<file path="config.mk">
export PLATFORM = sky130hd
export DESIGN_NAME = dispatch_ctrl_flat
export DESIGN_NICKNAME = d
export VERILOG_FILES = /design/src/rtl/dispatch_ctrl_pkg.sv /design/src/rtl/dispatch_ctrl_if.sv /design/src/rtl/dispatch_ctrl_width_calc.sv /design/src/rtl/dispatch_ctrl.sv /design/src/flat_wrapper.sv
export SDC_FILE = /design/constraint.sdc
export NUM_CORES = 1
export LEC_CHECK = 0
export ABC_AREA = 1
export CAP_MARGIN = 15
export CELL_PAD_IN_SITES_DETAIL_PLACEMENT = 0
export CELL_PAD_IN_SITES_GLOBAL_PLACEMENT = 1
export CORE_AREA = 2 2 95 97
export DETAILED_ROUTE_END_ITERATION = 16
export DIE_AREA = 0 0 97 99
export GPL_TIMING_DRIVEN = 0
export PLACE_DENSITY_LB_ADDON = 0.1
export SYNTH_ARGS = -nofsm -noshare
export SYNTH_HDL_FRONTEND = slang
export SYNTH_SLANG_ARGS = --single-unit
</file>
<file path="constraint.sdc">
create_clock -name clock -period 4.05 [get_ports clock]
set_input_delay 0.81 -clock clock [delete_from_list [all_inputs] [get_ports clock]]
set_output_delay 0.81 -clock clock [all_outputs]
set_load 0.005 [all_outputs]
</file>
<file path="src/rtl/dispatch_ctrl_pkg.sv">
// Shared types for the dispatch stage: the decoded packet handed over by
// id_stage, the dispatch FSM state encoding and the load/store predicate.
package dispatch_ctrl_pkg;

    localparam int WAY_NUM = 2;

    // One decoded instruction as delivered by id_stage.
    typedef struct packed {
        logic [7:0] tag;
        logic [4:0] dest;
        logic       rd_mem;
        logic       wr_mem;
    } ID_DISPATCH_PACKET;

    typedef enum logic [1:0] {
        EMPTY = 2'd0,
        HOLD  = 2'd1,
        FLUSH = 2'd2
    } DISP_STATE;

    // Any memory access needs an LSQ entry.
    function automatic logic is_lsq_op(input ID_DISPATCH_PACKET p);
        return p.rd_mem | p.wr_mem;
    endfunction

endpackage

</file>
<file path="src/rtl/dispatch_ctrl_if.sv">
// Bundle between id_stage (master) and the dispatch controller (slave),
// including the downstream dispatch lanes and free-entry counts.
//
// Handshake: a group transfers at a rising edge when id_ready_o is high and
// at least one id_valid_i bit is set; id_valid_i is contiguous from lane 0.
// The master holds the group stable until it transfers. disp_valid_o fires
// per lane each cycle and needs no acknowledge: downstream has already
// advertised room through the free counts.
interface dispatch_ctrl_if
    import dispatch_ctrl_pkg::*;
#(
    parameter int WAY   = WAY_NUM,
    parameter int CNT_W = 4
);
    ID_DISPATCH_PACKET [WAY-1:0] id_packet_i;
    logic [WAY-1:0]              id_valid_i;
    logic                        id_ready_o;
    logic [CNT_W-1:0]            rob_free_i;
    logic [CNT_W-1:0]            rs_free_i;
    logic [CNT_W-1:0]            lsq_free_i;
    logic                        flush_i;
    ID_DISPATCH_PACKET [WAY-1:0] disp_packet_o;
    logic [WAY-1:0]              disp_valid_o;

    modport master (
        output id_packet_i, id_valid_i, rob_free_i, rs_free_i, lsq_free_i, flush_i,
        input  id_ready_o, disp_packet_o, disp_valid_o
    );

    modport slave (
        input  id_packet_i, id_valid_i, rob_free_i, rs_free_i, lsq_free_i, flush_i,
        output id_ready_o, disp_packet_o, disp_valid_o
    );
endinterface

</file>
<file path="src/rtl/dispatch_ctrl_width_calc.sv">
// disp_width_calc: how many buffered lanes (oldest first) fit in the ROB,
// RS and LSQ this cycle. Purely combinational.
module disp_width_calc
    import dispatch_ctrl_pkg::*;
#(
    parameter int WAY   = WAY_NUM,
    parameter int CNT_W = 4
) (
    input  logic [WAY-1:0]             valid,
    input  logic [WAY-1:0]             mem_op,
    input  logic [CNT_W-1:0]           rob_free,
    input  logic [CNT_W-1:0]           rs_free,
    input  logic [CNT_W-1:0]           lsq_free,
    output logic [$clog2(WAY+1)-1:0]   n,
    output logic [WAY-1:0]             fire
);
    localparam int NW = $clog2(WAY+1);

    // Counts above WAY carry no extra meaning for a WAY-wide group.
    function automatic int sat_way(input logic [CNT_W-1:0] c);
        return (int'(c) > WAY) ? WAY : int'(c);
    endfunction

    int rob_cap;
    int rs_cap;
    int lsq_cap;
    int mem_cnt;
    int mem_next;
    int cnt;
    logic ok;

    // Grow the prefix lane by lane until a lane is invalid or a resource runs out.
    always_comb begin
        rob_cap  = sat_way(rob_free);
        rs_cap   = sat_way(rs_free);
        lsq_cap  = sat_way(lsq_free);
        mem_cnt  = 0;
        mem_next = 0;
        cnt      = 0;
        ok       = 1'b1;
        fire     = '0;
        for (int k = 0; k < WAY; k++) begin
            if (ok && valid[k]) begin
                mem_next = mem_cnt + (mem_op[k] ? 1 : 0);
                if ((k + 1 <= rob_cap) && (k + 1 <= rs_cap) && (mem_next <= lsq_cap)) begin
                    fire[k] = 1'b1;
                    cnt     = k + 1;
                    mem_cnt = mem_next;
                end else begin
                    ok = 1'b0;
                end
            end else begin
                ok = 1'b0;
            end
        end
        n = NW'(cnt);
    end
endmodule

</file>
<file path="src/rtl/dispatch_ctrl.sv">
// dispatch_ctrl: holds one decoded group from id_stage and releases it to
// ROB/RS/LSQ in program order as free entries allow.
// Optional feature macro: DISPATCH_PERF_EN enables the stall-cycle counter;
// without it stall_cycles_o is tied to zero.
module dispatch_ctrl
    import dispatch_ctrl_pkg::*;
#(
    parameter int WAY   = WAY_NUM,
    parameter int CNT_W = 4
) (
    input  logic            clock,
    input  logic            reset,
    dispatch_ctrl_if.slave  bus,
    output logic [31:0]     stall_cycles_o,
    output DISP_STATE       dbg_state
);
    localparam int NW = $clog2(WAY+1);

    DISP_STATE                   state;
    ID_DISPATCH_PACKET [WAY-1:0] buf_pkt;
    ID_DISPATCH_PACKET [WAY-1:0] sh_pkt;
    logic [WAY-1:0]              buf_vld;
    logic [WAY-1:0]              sh_vld;
    logic [WAY-1:0]              mem_op;
    logic [WAY-1:0]              fire;
    logic [NW-1:0]               n;
    logic                        drain_all;
    logic                        ready;
    logic                        accept;

    // Per-lane LSQ demand of the buffered group.
    always_comb begin
        mem_op = '0;
        for (int k = 0; k < WAY; k++) begin
            mem_op[k] = is_lsq_op(buf_pkt[k]);
        end
    end

    disp_width_calc #(
        .WAY   (WAY),
        .CNT_W (CNT_W)
    ) u_width (
        .valid    (buf_vld),
        .mem_op   (mem_op),
        .rob_free (bus.rob_free_i),
        .rs_free  (bus.rs_free_i),
        .lsq_free (bus.lsq_free_i),
        .n        (n),
        .fire     (fire)
    );

    // fire is a prefix of buf_vld, so equality means every valid lane leaves.
    assign drain_all = (state == HOLD) && (fire == buf_vld);
    assign ready     = reset && !bus.flush_i && ((state == EMPTY) || drain_all);
    assign accept    = ready && (|bus.id_valid_i);

    assign bus.id_ready_o    = ready;
    assign bus.disp_packet_o = buf_pkt;
    assign bus.disp_valid_o  = (reset && !bus.flush_i && (state == HOLD)) ? fire : '0;
    assign dbg_state         = state;

    // Remaining lanes after dispatching n: lane k takes lane k+n.
    always_comb begin
        for (int k = 0; k < WAY; k++) begin
            sh_vld[k] = 1'b0;
            sh_pkt[k] = '0;
            for (int j = 0; j < WAY; j++) begin
                if (j == k + int'(n)) begin
                    sh_vld[k] = buf_vld[j];
                    sh_pkt[k] = buf_pkt[j];
                end
            end
        end
    end

    // Group buffer and EMPTY/HOLD/FLUSH sequencing; flush beats everything but reset.
    always_ff @(posedge clock) begin
        if (!reset) begin
            state   <= EMPTY;
            buf_vld <= '0;
            buf_pkt <= '0;
        end else if (bus.flush_i) begin
            state   <= FLUSH;
            buf_vld <= '0;
        end else begin
            case (state)
                EMPTY: begin
                    if (accept) begin
                        buf_pkt <= bus.id_packet_i;
                        buf_vld <= bus.id_valid_i;
                        state   <= HOLD;
                    end
                end
                HOLD: begin
                    if (drain_all) begin
                        if (accept) begin
                            buf_pkt <= bus.id_packet_i;
                            buf_vld <= bus.id_valid_i;
                            state   <= HOLD;
                        end else begin
                            buf_vld <= '0;
                            state   <= EMPTY;
                        end
                    end else begin
                        buf_pkt <= sh_pkt;
                        buf_vld <= sh_vld;
                    end
                end
                FLUSH: begin
                    state <= EMPTY;
                end
                default: begin
                    state   <= EMPTY;
                    buf_vld <= '0;
                end
            endcase
        end
    end

`ifdef DISPATCH_PERF_EN
    logic        stall;
    logic [31:0] stall_cnt;

    assign stall = (state == HOLD) && (fire != buf_vld);

    // Saturating count of cycles where some buffered lane had to wait.
    always_ff @(posedge clock) begin
        if (!reset) begin
            stall_cnt <= '0;
        end else if (bus.flush_i) begin
            stall_cnt <= '0;
        end else if (stall && (stall_cnt != 32'hFFFF_FFFF)) begin
            stall_cnt <= stall_cnt + 32'd1;
        end
    end

    assign stall_cycles_o = stall_cnt;
`else
    assign stall_cycles_o = '0;
`endif

endmodule

</file>
<file path="src/flat_wrapper.sv">
// flat-port wrapper written by rule: the top's interface ports become plain ports
module dispatch_ctrl_flat import dispatch_ctrl_pkg::*;
#(
    parameter int WAY   = WAY_NUM,
    parameter int CNT_W = 4
)
  (clock, reset, stall_cycles_o, dbg_state, bus_id_packet_i, bus_id_valid_i, bus_rob_free_i, bus_rs_free_i, bus_lsq_free_i, bus_flush_i, bus_id_ready_o, bus_disp_packet_o, bus_disp_valid_o);
  dispatch_ctrl_if #(.WAY(WAY), .CNT_W(CNT_W)) bus_i ();
  input  logic clock;
  input  logic reset;
  output logic [31:0] stall_cycles_o;
  output DISP_STATE dbg_state;
  input wire logic [$bits(bus_i.id_packet_i)-1:0] bus_id_packet_i;
  input wire logic [$bits(bus_i.id_valid_i)-1:0] bus_id_valid_i;
  input wire logic [$bits(bus_i.rob_free_i)-1:0] bus_rob_free_i;
  input wire logic [$bits(bus_i.rs_free_i)-1:0] bus_rs_free_i;
  input wire logic [$bits(bus_i.lsq_free_i)-1:0] bus_lsq_free_i;
  input wire logic [$bits(bus_i.flush_i)-1:0] bus_flush_i;
  output wire logic [$bits(bus_i.id_ready_o)-1:0] bus_id_ready_o;
  output wire logic [$bits(bus_i.disp_packet_o)-1:0] bus_disp_packet_o;
  output wire logic [$bits(bus_i.disp_valid_o)-1:0] bus_disp_valid_o;
  assign bus_i.id_packet_i = bus_id_packet_i;
  assign bus_i.id_valid_i = bus_id_valid_i;
  assign bus_i.rob_free_i = bus_rob_free_i;
  assign bus_i.rs_free_i = bus_rs_free_i;
  assign bus_i.lsq_free_i = bus_lsq_free_i;
  assign bus_i.flush_i = bus_flush_i;
  assign bus_id_ready_o = bus_i.id_ready_o;
  assign bus_disp_packet_o = bus_i.disp_packet_o;
  assign bus_disp_valid_o = bus_i.disp_valid_o;
  dispatch_ctrl #(.WAY(WAY), .CNT_W(CNT_W)) u_core (.clock(clock), .reset(reset), .bus(bus_i), .stall_cycles_o(stall_cycles_o), .dbg_state(dbg_state));
endmodule
</file>
==> results.sh <==
# yosys + openroad results
export IMPL_status="finished clean"
export IMPL_openroad_warnings=26
export IMPL_reg2reg_from="u_core.bus.disp_packet_o[1]"
export IMPL_antenna_found_initial=0
export IMPL_buffers=145
export IMPL_crit_path_start_kind="input pin"
export IMPL_final_area_um2=3690
export IMPL_ys_cells=342
export IMPL_skew_ns=0.00732
export IMPL_crit_family="buffers and inverters"
export IMPL_fin_ws_ns=0.108
export IMPL_syn_area_um2=2350
export IMPL_period_needed_ns=3.94
export IMPL_synth_simple_area_share_pct=42.4
export IMPL_final_common_cell="clkdlybuf4s50_1"
export IMPL_flop_area_um2=681
export IMPL_nClkBuffers=6
export IMPL_num_rows=34
export IMPL_ys_sh_aoi_pct=4.41
export IMPL_viasPerCell=4.01
export IMPL_instances_no_fill=588
export IMPL_whs_path_depth=2
export IMPL_top_cells_by_area="dfxtp_1, nor2_1, buf_4"
export IMPL_synth_cellmix_xorXnorShare_pct=0
export IMPL_clock_latency_ns=0.28
export IMPL_cts_repair_resized=18
export IMPL_cts_root_buf="clkbuf_8"
export IMPL_syn_to_final_growth_pct=57.0
export IMPL_grt_util_met1_pct=17.7
export IMPL_fmax_ghz=0.254
export IMPL_met2WireLength_mm=3.05
export IMPL_synthFlopType="dfxtp_1"
export IMPL_hold_violations=0
export IMPL_p_leak_nw=1.72
export IMPL_critPathBufInv=11
export IMPL_common_cells="nor2_1, nand2_1, inv_1"
export IMPL_ir_drop_mv=0.105
export IMPL_hold_slack_ns=0.517
export IMPL_gp_congestion=0.780
export IMPL_wl_met3_um=505
export IMPL_clockBufferDepth=2
export IMPL_cts_hold_buffers_added=0
export IMPL_hp_class="reg2reg"
export IMPL_flops=34
export IMPL_grt_pass1_vias=2287
export IMPL_worstPathArrival_ns=3.13
export IMPL_dp_slack_ns=-0.903
export IMPL_mux_share_pct=0
export IMPL_num_antenna_cells=0
export IMPL_io_pins=114
export IMPL_hp_start="u_core.bus.disp_packet_o[6]"
export IMPL_clk_share_pct=2.17
export IMPL_gr_total_overflow=0
export IMPL_initial_core_util_pct=27.5
export IMPL_fillers=915
export IMPL_cp_end_kind="output port"
export IMPL_cts_clk_slew_worst_paths_ns=0.07
export IMPL_hold_end="u_core.bus.disp_packet_o[6]"
## worst max path at each step
stage / startpoint / endpoint / depth (start not counted)
floorplan: bus_lsq_free_i[3] / bus_id_ready_o / 17
global placement: bus_lsq_free_i[3] / bus_id_ready_o / 19
detailed placement: bus_lsq_free_i[3] / bus_id_ready_o / 19
CTS: bus_lsq_free_i[2] / bus_id_ready_o / 19
global route: bus_lsq_free_i[0] / bus_id_ready_o / 19
finish: bus_lsq_free_i[1] / bus_id_ready_o / 20
## power by group
part / internal, mW / total [mW] / switching, mW / leakage, nW
sequential: 0.352 / 0.362 / 0.0103 / 0.278
clock: 0.118 / 0.243 / 0.125 / 0.0373
combinational: 0.135 / 0.236 / 0.101 / 1.41
## state kept, by name (all words and copies together) (netlist names)
register and count:
u_core.buf_vld 2, u_core.bus.disp_packet_o 30, u_core.dbg_state 2
Fig. 1: register map, names as in the netlist
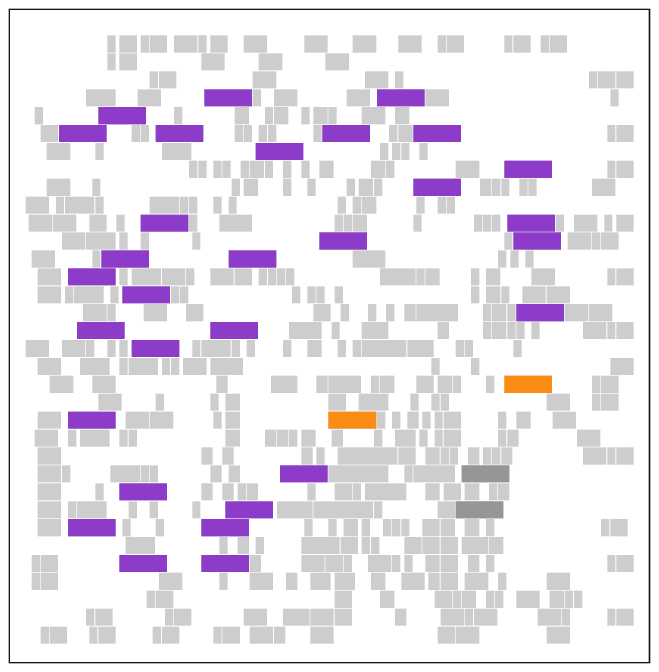
[orange] `u_core.dbg_state` | flops: 2
[purple] `u_core.bus.disp_packet_o` | flops: 30 | where: spread over the die

Fig. 2: pin map
Pins as bars across the die edge, other pins in gray.
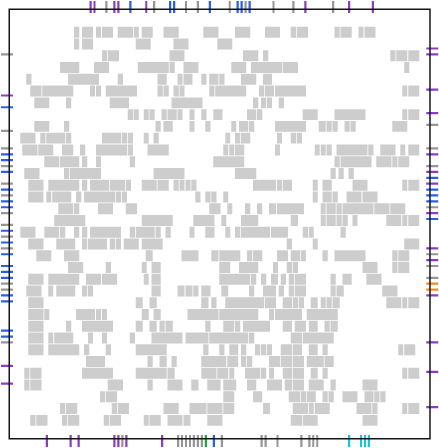
[purple] `stall_cycles_o` | pins: 32 | direction: output | edge: 14 right, 8 top, 7 bottom, 3 left
[cyan] `bus_rs_free_i` | pins: 4 | direction: input | edge: bottom
[orange] `bus_id_valid_i` | pins: 2 | direction: input | edge: right
[blue] `bus_id_packet_i` | pins: 30 | direction: input | edge: 17 left, 7 top, 5 right, 1 bottom
[green] `reset` | pins: 1 | direction: input | edge: bottom
Die Ht: 99 um
Die Span X: 97 um
tally of buffers added on design ports: 81

Fig. 3: signal wires by layer
Bar = 20 um.
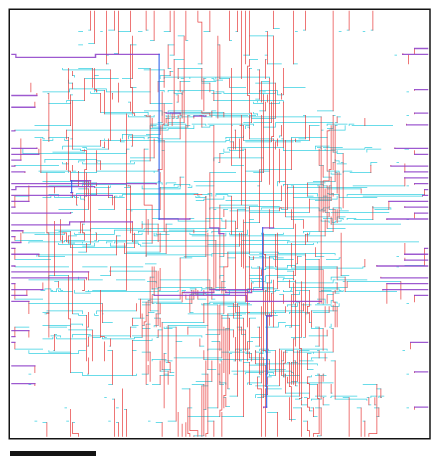
[red] M2 | wire length: 3050 um
[purple] M3 | wire length: 506 um
[blue] M4 | wire length: 76.2 um
[cyan] M1 | wire length: 3130 um
Global Route Usage Sum: 13.9%
DR WL/cell: 11.5 um
Post-Route WL: 6.76 mm
vias after detailed routing: 2358

Fig. 4: clock network drawn from the DEF
Bar = 20 um.
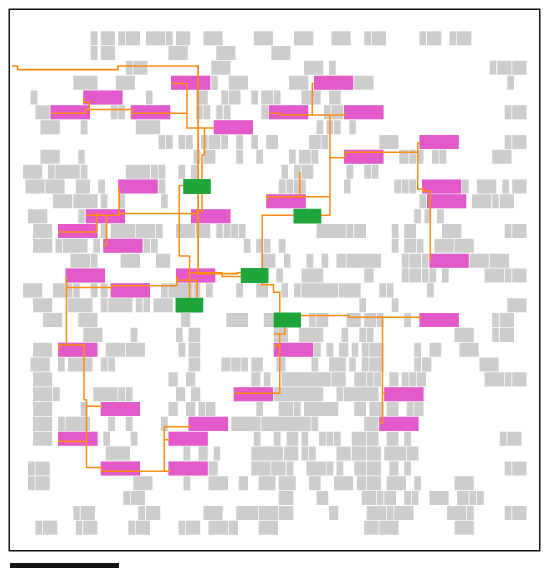
[orange] clock wires | length: 541 um
[magenta] flip-flops | count: 34
[green] clock-net drivers | count: 5
routed clock nets: 6

Fig. 5: track usage over the die
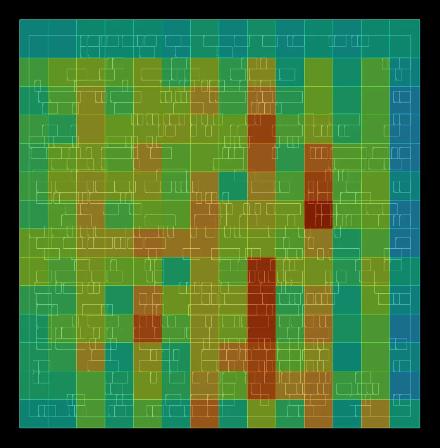
post-layout util: 43.2%
grt met3 use: 4.96%
met2 Use GR: 22.6%
global route hottest layer: met2

Power and IR drop assume default switching activity.
